Design alu_accumulator, sky130hd; sources not shown.
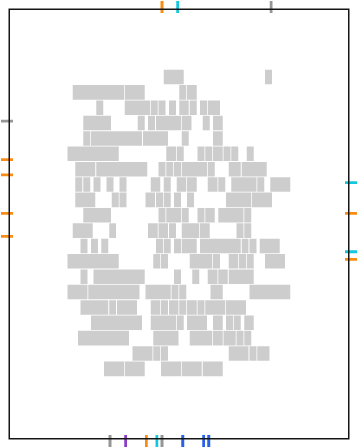
Fig. 1. I/O pins on the die edge.
Pins as bars across the die edge, other pins in gray.
[A] cyan | pins: 4 | direction: input | edge: 2 right, 1 bottom, 1 top
[Result] orange | pins: 8 | direction: output | edge: 4 left, 2 right, 1 bottom, 1 top
[Start] purple | pins: 1 | direction: input | edge: bottom
[Op] blue | pins: 3 | direction: input | edge: bottom
all pins by edge: 8 bottom, 5 left, 4 right, 3 top
Port Buffers: 18
Die Wd: 59.8 um
Die Ht: 75.8 um

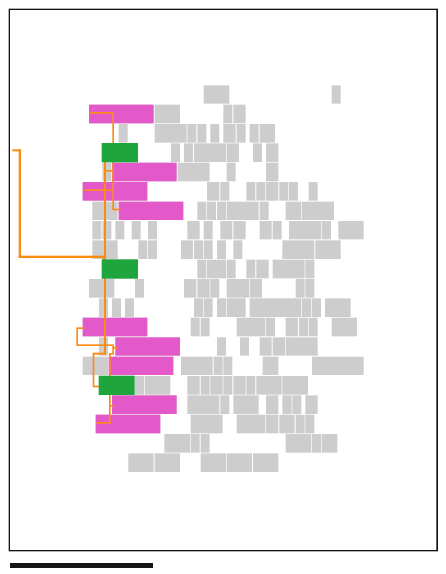
Fig. 2. Clock network drawn from the DEF.
The bar under the picture is 20 um long.
[clock wires] orange | length: 119 um
[clock-net drivers] green | count: 3
[flip-flops] magenta | count: 9
routed clock nets: 4
Clk pwr share: 22.6%
Worst-Skew Late Latency: 0.23 ns
clock network power: 80.0 uW

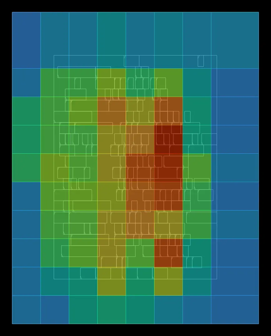
Fig. 3. Congestion heat map.
wire per inst: 13.1 um
global routing's busiest layer: met2
GR Layer Usage met1: 11.7%
GRT Overall Usage: 11.5%
met3 Use GR: 2.17%

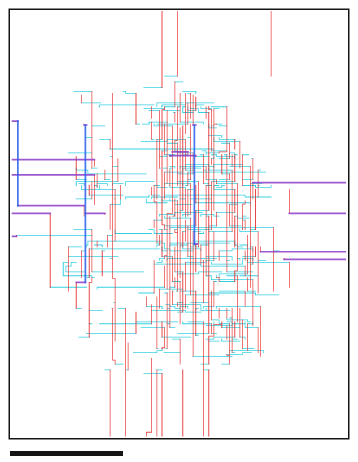
Fig. 4. Wiring by layer.
The bar under the picture is 20 um long.
[M4] blue | wire length: 63.9 um
[M3] purple | wire length: 114 um
[M2] red | wire length: 1200 um
[M1] cyan | wire length: 961 um
Vias: 904
wirelength, routed: 2.34 mm

==> results.py <==
# Metrics from the implementation run
metrics = {
    "floorplanning": {
        "rows": 20,
        "pin_count": 20,
    },
    "yosys": {
        "syn_area_um2": 933,
        "topCellsByArea": "dfrtp_1 24%, nand2_1 17%, ha_1 16%, inv_1 7.6%, nand3_1 6.4%",
        "avgSynthCellArea_um2": 6.86,
        "ys_ff": 9,
        "yosysCellCount": 136,
        "yosysWarnings": 0,
        "yosysUniqueCellTypes": 23,
        "syn_inst": 136,
        "synth_seq_share_pct": 24.1,
    },
    "timing": {
        "final-setup-viol-count": 0,
        "fin_crit_ns": 2.29,
        "fmax_ghz": 0.437,
        "fin_setup_tns_ns": 0,
    },
    "job": {
        "drv_cap": 0,
    },
    "setup_path": {
        "cp_num_cells": 8,
        "critPathKind": "in -> reg",
        "path_max_fanout": 4,
        "startpoint_type": "input port",
        "max_stage_delay_ns": 0.48,
        "crit_path_end_kind": "flip-flop",
        "critical_path_arrival_ns": 2.26,
        "r2r_cells": 6,
        "cp_slowest_cell": "clkdlybuf4s50_1",
        "regToRegSetupSlack_ns": 3.03,
    },
    "pwr": {
        "seq_power_share_pct": 29.4,
        "p_leak_nw": 0.645,
        "vdd_drop_max_mv": 0.244,
        "power_density_nw_per_um2": 300,
        "pwr-share-comb_pct": 48.0,
        "p_switching_uw": 131,
    },
    "clocking": {
        "cts_hold_buf": 0,
        "postCtsSetupRepairBufs": 0,
        "cts_buffers": 3,
    },
    "global_routing": {
        "antenna_found_initial": 0,
        "grt_pass1_vias": 909,
    },
    "outcome": {
        "outcome": "complete, no violations",
    },
    "route": {
        "drc": 0,
        "viasPerCell": 5.05,
    },
    "placement": {
        "routabilityCongestion": 0.955,
        "hpwl_mm": 2.02,
    },
    "finish": {
        "nNetsFinal": 182,
    },
    "min_path": {
        "hp-class": "reg -> reg",
    },
}
power groups by stage:
stage	clock network, mW	logic, mW	registers (mW)
floorplan	0	0.102	0.104
global placement	0	0.168	0.104
detailed placement	0	0.170	0.105
CTS	0.0833	0.172	0.104
global route	0.0891	0.194	0.106
finish	0.0800	0.170	0.104
per-layer routing:
layer / vias up / wire [um] / GRT usage [%]
met4: 0 / 63 / 7.25
met1: 416 / 961 / 11.7
li1: 463 / - / -
met5: - / 0 / -
met2: 18 / 1200 / 19.5
met3: 7 / 114 / 2.17
worst min-delay path, delay by kind of cell, from the launching register on:
kind             cells  cell delay [ns]
flip-flops           1             0.34
AND/OR/NAND/NOR      2             0.11
cells in the mapped netlist:
cell	number
nand2_1	42
inv_1	19
ha_1	12
nand3_1	12
dfrtp_1	9
nor2_1	8
a21oi_1	6
inv_2	4
o21ai_0	4
nand3_2	3
o21ai_1	3
fa_1	2
nand2_2	2
a21boi_2	1
buf_4	1
conb_1	1
nand3b_1	1
nand4_1	1
nor2_2	1
nor2_4	1
o211ai_1	1
or2_2	1
xnor2_1	1
metrics by stage:
step	power [mW]	cell area, um^2	std cells	hold slack, ns	setup WS [ns]
6_report	0.354	1180	179	0.337	2.61
5_1_grt	0.389	1180	179	0.353	2.44
4_1_cts	0.359	1180	179	0.338	2.62
3_5_place_dp	0.275	1130	175	0.324	2.38
3_3_place_gp	0.272	1130	175	0.317	2.40
2_1_floorplan	0.206	933	136	0.168	3.03
cell families (layout without fill, tap and decap cells):
logic type,count (synthesis),in the layout,synth area share (%)
xor gates and xnor gates,1,1,0.939
buffers and inverters,24,45,10.1
adders and majority gates,14,14,20.4
other,1,1,0.402
AOI/OAI and AO/OA,15,15,8.98
DFF,9,9,24.1
and+or+nand+nor,72,72,35.1
final cells by class:
class                      count  area (um^2)
fill                         216          973
multi-input combinational    103          614
sequential                     9          225
timing repair buffer          18          180
inverter                      23         86.3
clock buffer                   3         41.3
tap                           22         27.5
clock inverter                 1         3.75
No activity file was given, so power comes from the tool's default toggle rates.
